[src/rtl/cb_exec.sv]
// Executes one CB-prefixed rotate/shift/bit/res/set operation on a register or on memory at HL.
// Register ops finish the cycle after start; (HL) ops run a read and, except for BIT, a write-back.
module cb_exec (
  input  logic        clk,
  input  logic        rst,
  input  logic        start,
  input  logic [7:0]  opcode,
  input  logic [15:0] hl,
  input  logic [3:0]  flags_in,
  output logic [2:0]  reg_sel,
  input  logic [7:0]  reg_rdata,
  output logic        reg_we,
  output logic [7:0]  reg_wdata,
  output logic [15:0] mem_addr,
  output logic        mem_rd,
  output logic        mem_wr,
  output logic [7:0]  mem_wdata,
  input  logic [7:0]  mem_rdata,
  input  logic        mem_ack,
  output logic [3:0]  flags_out,
  output logic        flags_we,
  output logic        busy,
  output logic        done
);

  typedef enum logic [1:0] {IDLE, RD, WR, FIN} state_t;

  state_t      state, state_nxt;
  logic [7:0]  op_q;
  logic [7:0]  operand_q;
  logic [15:0] hl_q;
  logic [3:0]  flags_q;
  logic [7:0]  res;
  logic [3:0]  res_flags;
  logic        c_out;
  logic        is_mem;
  logic        is_bit;
  logic [2:0]  bit_n;

  assign is_mem = (op_q[2:0] == 3'd6);
  assign is_bit = (op_q[7:6] == 2'b01);
  assign bit_n  = op_q[5:3];

  always_ff @(posedge clk or posedge rst) begin
    if (rst) state <= IDLE;
    else     state <= state_nxt;
  end

  // Operand comes from the register file at start, or from memory on the read ack.
  always_ff @(posedge clk or posedge rst) begin
    if (rst) begin
      op_q      <= 8'h00;
      operand_q <= 8'h00;
      hl_q      <= 16'h0000;
      flags_q   <= 4'h0;
    end else if (state == IDLE && start) begin
      op_q    <= opcode;
      hl_q    <= hl;
      flags_q <= flags_in;
      if (opcode[2:0] != 3'd6) operand_q <= reg_rdata;
    end else if (state == RD && mem_ack) begin
      operand_q <= mem_rdata;
    end
  end

  always_comb begin
    state_nxt = state;
    case (state)
      IDLE: if (start) state_nxt = (opcode[2:0] == 3'd6) ? RD : FIN;
      RD:   if (mem_ack) state_nxt = is_bit ? FIN : WR;
      WR:   if (mem_ack) state_nxt = FIN;
      FIN:  state_nxt = IDLE;
      default: state_nxt = IDLE;
    endcase
  end

  always_comb begin
    res       = operand_q;
    res_flags = flags_q;
    c_out     = 1'b0;
    case (op_q[7:6])
      2'b00: begin
        case (bit_n)
          3'd0: begin c_out = operand_q[7]; res = {operand_q[6:0], operand_q[7]}; end
          3'd1: begin c_out = operand_q[0]; res = {operand_q[0], operand_q[7:1]}; end
          3'd2: begin c_out = operand_q[7]; res = {operand_q[6:0], flags_q[0]}; end
          3'd3: begin c_out = operand_q[0]; res = {flags_q[0], operand_q[7:1]}; end
          3'd4: begin c_out = operand_q[7]; res = {operand_q[6:0], 1'b0}; end
          3'd5: begin c_out = operand_q[0]; res = {operand_q[7], operand_q[7:1]}; end
          3'd6: begin c_out = 1'b0;         res = {operand_q[3:0], operand_q[7:4]}; end
          default: begin c_out = operand_q[0]; res = {1'b0, operand_q[7:1]}; end
        endcase
        res_flags = {(res == 8'h00), 1'b0, 1'b0, c_out};
      end
      2'b01:   res_flags = {~operand_q[bit_n], 1'b0, 1'b1, flags_q[0]};
      2'b10:   res[bit_n] = 1'b0;
      default: res[bit_n] = 1'b1;
    endcase
  end

  // Data outputs are forced to zero outside the states that own them.
  always_comb begin
    reg_sel   = (state == IDLE) ? opcode[2:0] : op_q[2:0];
    reg_we    = 1'b0;
    reg_wdata = 8'h00;
    mem_addr  = 16'h0000;
    mem_rd    = 1'b0;
    mem_wr    = 1'b0;
    mem_wdata = 8'h00;
    flags_out = 4'h0;
    flags_we  = 1'b0;
    done      = 1'b0;
    busy      = (state != IDLE);
    case (state)
      RD: begin
        mem_rd   = 1'b1;
        mem_addr = hl_q;
      end
      WR: begin
        mem_wr    = 1'b1;
        mem_addr  = hl_q;
        mem_wdata = res;
      end
      FIN: begin
        done      = 1'b1;
        flags_we  = 1'b1;
        flags_out = res_flags;
        reg_wdata = res;
        reg_we    = !is_mem && !is_bit;
      end
      default: ;
    endcase
  end

endmodule

[config.mk]
export PLATFORM = sky130hd
export DESIGN_NAME = cb_exec
export DESIGN_NICKNAME = d
export VERILOG_FILES = /design/src/rtl/cb_exec.sv
export SDC_FILE = /design/constraint.sdc
export NUM_CORES = 1
export LEC_CHECK = 0
export ABC_AREA = 1
export CORE_ASPECT_RATIO = 1.2
export CORE_MARGIN = 4
export CORE_UTILIZATION = 40
export CTS_BUF_LIST = sky130_fd_sc_hd__clkbuf_16
export DETAILED_ROUTE_END_ITERATION = 7
export GPL_TIMING_DRIVEN = 0
export PLACE_DENSITY_LB_ADDON = 0.2
export SYNTH_ARGS = -nofsm -noshare
export SYNTH_HDL_FRONTEND = slang
export SYNTH_SLANG_ARGS = --single-unit
[constraint.sdc]
create_clock -name clk -period 5.48 [get_ports clk]
set_clock_uncertainty 0.15 [all_clocks]
set_input_delay 1.096 -clock clk [delete_from_list [all_inputs] [get_ports clk]]
set_output_delay 1.096 -clock clk [all_outputs]
set_load 0.01 [all_outputs]
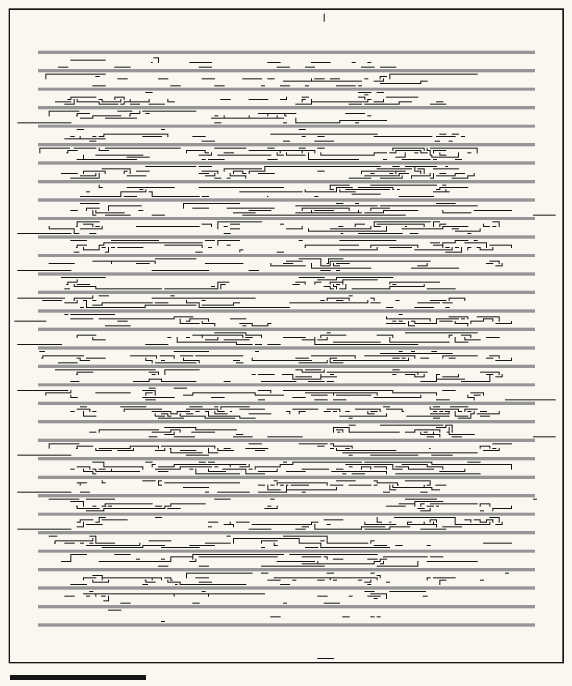
Figure 1: run 1, met1 routing.
Bar = 20 um. Supply wires on this layer in gray.
main direction: horizontal
wire length on this layer: 3,110 um

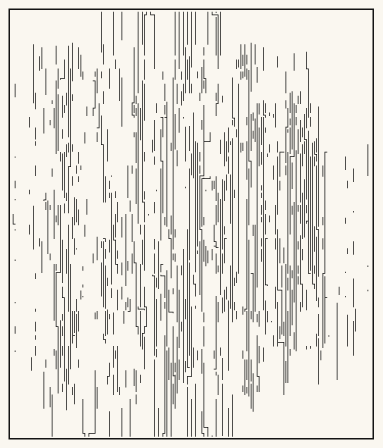
Figure 2: run 1, metal 2.
share of all routed wire: 51%
wire length on this layer: 3,820 um
nets with wire on the layer: 409

==> changes_impl.md, run 1 <==
### Physical design

* Worst hold start: flags_q[1]
* Critical Path AT at 2400 ps
* Worst Path Max Fanout at 10
* Clk buf depth at 2
* TritonCTS buffer count at 5
* Post-cts gate resize count at 0
* Tot GR Track Use at 20.6%
* Area growth from synthesis to layout at 45.0%
* ClkCell Share at 3.68%
* WL/cell at 13.2 um
* Post-Place Cells at 564
* IO buf count at 92
* Post-CTS Hold Fix Bufs at 0
* Nets@finish at 541
* Mapped Cells at 390
* Yosys Instances at 390
* Fin crit share at 66.5%
* Post-layout util at 60.7%
* Antenna violations before repair at 0
* Most numerous cell in the Yosys netlist: nand2_1
* H-tree levels at 2
* Mi-comb count at 288
* Ao+oa area frac at 9.41%
* # clk buffers at 5
* Synth Area in XOR/XNOR at 0%
* PwrDens at 621 nW/um2
* Flip-flops at 38
* Kind of launch point of the worst setup path: flop
* Layout buffer count excluding clock buffers at 111
* Setup violations, final at 0
* Largest class: multi-input combinational cells
* Worst Max-Slew Pin Slew at 803 ps
* Slew HR at 46.4%
* Non-clk buf share at 28.0%
* DIE AREA at 7800 um2
* FP Core Util at 41.8%
* Pin count of the biggest net entering global routing at 39
* DP HPWL at 6060 um
* Mux area share at 0%
* Crit end category: output pin
* DRC violations left at 0
* DR iter-0 viols at 102
* Fraction of area in registers at 25.4%
* Comb area share at 35.6%
* Vias/cell at 4.78
* Basic Gates by Area at 40.2%
* Post-Place Worst Slack at 1890 ps
* DRT Pass-1 Iters at 4
* Ys flop type: dfrtp_1
* Top cells by count: nand2_1, nor2_1, inv_1
* Io pins at 93
* #FFs+latches synth at 38
* Post-Synth Adder-Cell Area at 1.94%
* TritonCTS clock tree: built
* Antenna viol nets, final at 0
* Dominant comb cell: simple AND/OR/NAND/NOR gates
* Height of the die at 96.0 um
* Postcts setup bufs at 0
* Latency at later pin at 280 ps
* LEAKAGE at 1.86 nW
* Post-synth ARST share at 100%
* First-pass GRT wire length at 12,400 um
* Setup WS post-layout at 1830 ps
* Clock Sink Count at 38
* Final std cells w/o fill at 572
* Yosys synthesis chip area at 2580 um2
* FP Rows at 31
* Tool warnings at 29
* Register Area at 951 um2
* Crit path time final at 3650 ps
* Most used logic cell in the final layout: nand2_1
* Top cell type by total area after synthesis: dfrtp_1
* Peak supply drop at 0.310 mV
* Register clock-pin slew on the reported worst setup and hold paths at 60 ps
* Distinct lib cells at 34
* YS warnings at 0
* Gp weighted congestion at 0.883
* Synth Seq Share at 36.9%
* RR Startpoint: state[1]
* TNS Setup at 0 ps
* Outcome: finished clean
* CORE AREA at 6170 um2
* Worst hold margin at 326 ps
* Flip-flops with a built-in enable at 0
* Non-clock inverters at 45
* Num tapcells at 82
* Vias in the first global route at 2,702
* Floorplan Nets at 442
* Root Driver: clkbuf_16
* CP required at 4230 ps
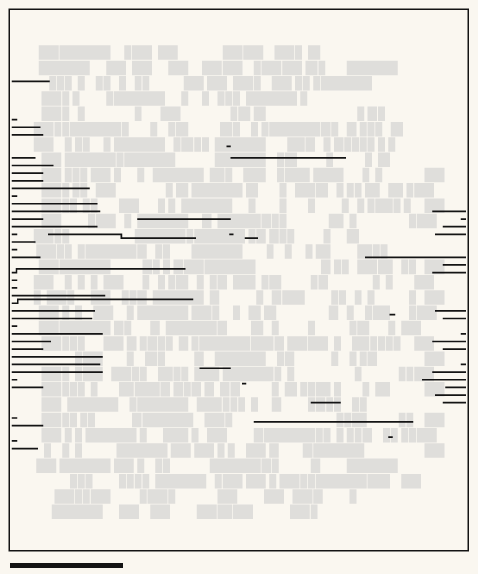
Figure 3: run 1, M3 wires.
Bar = 20 um.
wire length on this layer: 510 um
longest straight run: 31.0 um
share of all routed wire: 6.8%
via count: 2,734
total wire length: 7550 um
met3 Usage GRT: 5.43%

==> run 1: worst paths after layout <==
path / slack [ps] / endpoint / cells past startpoint
hold / removal: 330 / flags_q[1] / 2
setup / recovery: 1830 / mem_addr[9] / 7
max in group asynchronous: 3530 / hl_q[0] / 2
hold reg to reg: 330 / flags_q[1] / 2
setup reg to reg: 3630 / operand_q[4] / 10
min in group asynchronous: 1140 / hl_q[13] / 2
==> run 1: critical path, stage by stage, from the launching register on <==
cell and delay [ps]:
dfrtp_1 410, inv_1 100, ha_1 280, clkbuf_1 260
clkbuf_1 380, nand2_1 100, inv_1 70, clkdlybuf4s50_1 530
==> run 1: cells by family after synthesis <==
| family | Yosys count |
|---|---|
| simple gates | 244 |
| buf+inv | 64 |
| compound gates | 40 |
| flops | 38 |
| fa+ha+maj | 4 |
==> run 1: where the power goes <==
group | switching, mW | internal, mW | total, mW
Sequential | 0.115 | 0.417 | 0.532
Clock | 0.108 | 0.164 | 0.273
Combinational | 0.839 | 0.681 | 1.52
==> run 1: through the flow <==
stage                     power, mW  area, um2
after global placement         2.05       3600
after detailed placement       2.07       3600
after floorplan                1.43       2580
final                          2.32       3740
after global routing           2.55       3740
after CTS                      2.35       3740
==> run 1: sequential cells by signal, summed over array words and instances (netlist names) <==
register and flops:
flags_q 4, state 2, op_q 8, hl_q 16, operand_q 8
==> run 1: routing by layer <==
| layer | routed length (um) | GRT usage (%) | vias up | part of all wire (%) |
|---|---|---|---|---|
| met5 | 0 | 0 | - | 0 |
| met4 | 114 | 6.06 | 0 | 1.5 |
| met3 | 510 | 5.43 | 10 | 6.8 |
| met2 | 3820 | 36.5 | 72 | 51 |
| met1 | 3110 | 24.0 | 1235 | 41 |
| li1 | - | - | 1417 | - |
==> run 2: changes to the inputs <==
==> constraint.sdc (replaced) <==
create_clock -name clk -period 3.4 [get_ports clk]
set_clock_uncertainty 0.15 [all_clocks]
set_input_delay 0.68 -clock clk [delete_from_list [all_inputs] [get_ports clk]]
set_output_delay 0.68 -clock clk [all_outputs]
set_load 0.01 [all_outputs]
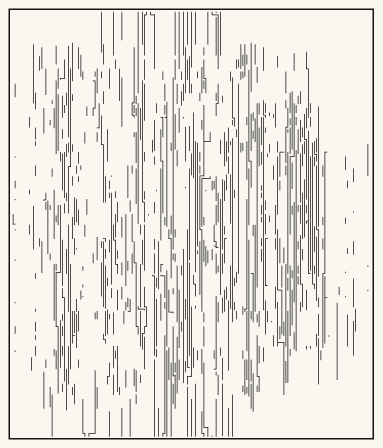
Figure 4: run 2, metal 2.
total wire length: 7550 um
met2 capacity usage during global routing: 36.5%

==> changes_impl.md, run 2 <==
### Physical design

* Kind of launch point of the worst setup path: flop
* YS warnings at 0
* Clk buf depth at 2
* Synth Area in XOR/XNOR at 0%
* Ao+oa area frac at 9.41%
* Setup violations, final at 0
* WL/cell at 13.2 um
* Reg2Reg Depth at 10
* Yosys synthesis chip area at 2580 um2
* H-tree levels at 2
* Nets@finish at 541
* RSZ-0062 raised after global routing: false
* Via count at 2,734
* Basic Gates by Area at 40.2%
* # clk buffers at 5
* Vias in the first global route at 2,702
* FILL cells at 589
* Top cell type by total area after synthesis: dfrtp_1
* R2R Setup Slk at 1550 ps
* Root Driver: clkbuf_16
* Mapped Cells at 390
* Height of the die at 96.0 um
* Largest class: multi-input combinational cells
* Post-Synth Adder-Cell Area at 1.94%
* DRC violations left at 0
* Count of final hold-check violations at 0
* CP required at 2570 ps
* Vias/cell at 4.78
* Non-clk buf share at 28.0%
* Tot GR Track Use at 20.6%
* Layout buffer count excluding clock buffers at 111
* Slew Limit Fails at 0
* Synthesized area at 2580 um2
* Post-synth ARST share at 100%
* PwrDens at 1000 nW/um2
* Io pins at 93
* Worst setup path class: reg2out
* FF-to-FF End: operand_q[4]
* Critical Path AT at 2270 ps
* Num tapcells at 82
* Max Freq at 0.323 GHz
* Register Area at 951 um2
* Mux area share at 0%
* Layout cells sized above 1 at 7.96%
* Distinct lib cells at 34
* DP HPWL at 6060 um
* TritonCTS clock tree: built
* Worst hold path class: reg2reg
* Area occupied by multi-input gates at 1330 um2
* Yosys Instances at 390
* Mi-comb count at 288
* Total power at 3.75 mW
* Max Cap Violations at 0
* First-pass GRT wire length at 12,400 um
* FP Core Util at 41.8%
* Max reg flops at 16
* Latency at later pin at 280 ps
* CORE AREA at 6170 um2
* Non-clock inverters at 45
* Crit end category: output pin
* Fin crit share at 91.1%
* Post-cts gate resize count at 0
* Hold Crit Depth at 2
* #FFs+latches synth at 38
* ClkCell Share at 3.68%
* Top cells by count: nand2_1, nor2_1, inv_1
* Pin count of the biggest net entering global routing at 39
* Hold Path End: flags_q[1]
* Postcts setup bufs at 0
* Antenna viol nets, final at 0
* LEAKAGE at 1.86 nW
* Gp weighted congestion at 0.883
* Slew HR at 46.4%
* Outcome: finished clean
* DRT Pass-1 Iters at 4
* Final std cells w/o fill at 572
* TNS Setup at 0 ps
* Dominant comb cell: simple AND/OR/NAND/NOR gates
* Die width at 81.3 um
* Synth Seq Share at 36.9%
* Area leader share at 36.9%
* Post-Place Cells at 564
* Crit path time final at 3100 ps
* Most numerous cell in the Yosys netlist: nand2_1
* IO buf count at 92
* TritonCTS buffer count at 5
* FP Rows at 31
* DR iter-0 viols at 102
* Flip-flops at 38
* Worst hold start: flags_q[1]
* RR Startpoint: state[1]
* CP Launch Point: state[0]
* Largest registers: hl_q: 16 flops, op_q: 8 flops, operand_q: 8 flops
* Antenna violations before repair at 0
* Flip-flops with a built-in enable at 0
* GRT overflow at 0
* Clock Sink Count at 38
* Most numerous logic cells after layout: nand2_1, clkdlybuf4s50_1, nor2_1, inv_1, dfrtp_1
* Fraction of area in registers at 25.4%
* Tool warnings at 29
* Register clock-pin slew on the reported worst setup and hold paths at 60 ps
* Area growth from synthesis to layout at 45.1%
* DIE AREA at 7800 um2
* Syn avg cell area at 6.62 um2
* Ys flop type: dfrtp_1
* Worst Max-Slew Pin Slew at 803 ps
* Ant diodes at 0
* Floorplan Nets at 442
* Peak supply drop at 0.511 mV
* Most used logic cell in the final layout: nand2_1
* Top cells, area: dfrtp_1, nand2_1, nor2_1
* Post-CTS Hold Fix Bufs at 0
* Worst Path Max Fanout at 10
* Reg with most FFs: hl_q
* Comb area share at 35.5%
[run 2: cell counts in the layout (fill, tap and decap cells not counted)]
Identical to the previous run, type by type.
[run 2: cell families (layout without fill, tap and decap cells)]
kind of cell	count (synthesis)	in the layout
flip-flops	38	38
adder cells (fa/ha/maj)	4	4
AND/OR/NAND/NOR	244	244
AND-OR/OR-AND	40	40
buffers and inverters	64	164
[run 2: per-layer routing]
metal | global-route usage, % | share of wire (%)
met3 | 5.43 | 6.8
met4 | 6.06 | 1.5
met2 | 36.5 | 51
met5 | 0 | 0
met1 | 24.0 | 41
[run 2: metrics by stage]
stage                     cell area [um2]  hold slack, ps  setup slack (ps)  utilization [%]
after floorplan                      2580             294              1190                -
after global placement               3600             310               430             58.4
after detailed placement             3600             311               445             58.4
after CTS                            3740             326               125             60.7
after global routing                 3740             336              86.0             60.7
final                                3740             326               303             60.7
[run 2: worst max-delay path by stage]
stage,end,depth (start not counted),slack [ps]
2_1_floorplan,mem_addr[6],6,1190
4_1_cts,mem_addr[14],7,120
3_5_place_dp,mem_addr[7],7,450
5_1_grt,mem_addr[8],7,90
3_3_place_gp,mem_addr[14],7,430
6_report,mem_addr[14],7,300
[run 2: report_power, final]
group	total, mW	switching (mW)	internal, mW
Clock	0.440	0.175	0.265
Combinational	2.45	1.35	1.10
Sequential	0.857	0.185	0.672
Total	3.75	1.71	2.04
[run 2: worst max-delay path, stage by stage, from the launching register on]
cell and delay, ps:
dfrtp_1 410, inv_1 100, ha_1 280, clkbuf_1 260
clkbuf_2 280, nand2_1 70, inv_1 50, clkdlybuf4s50_1 540
No activity file was given, so power comes from the tool's default toggle rates.
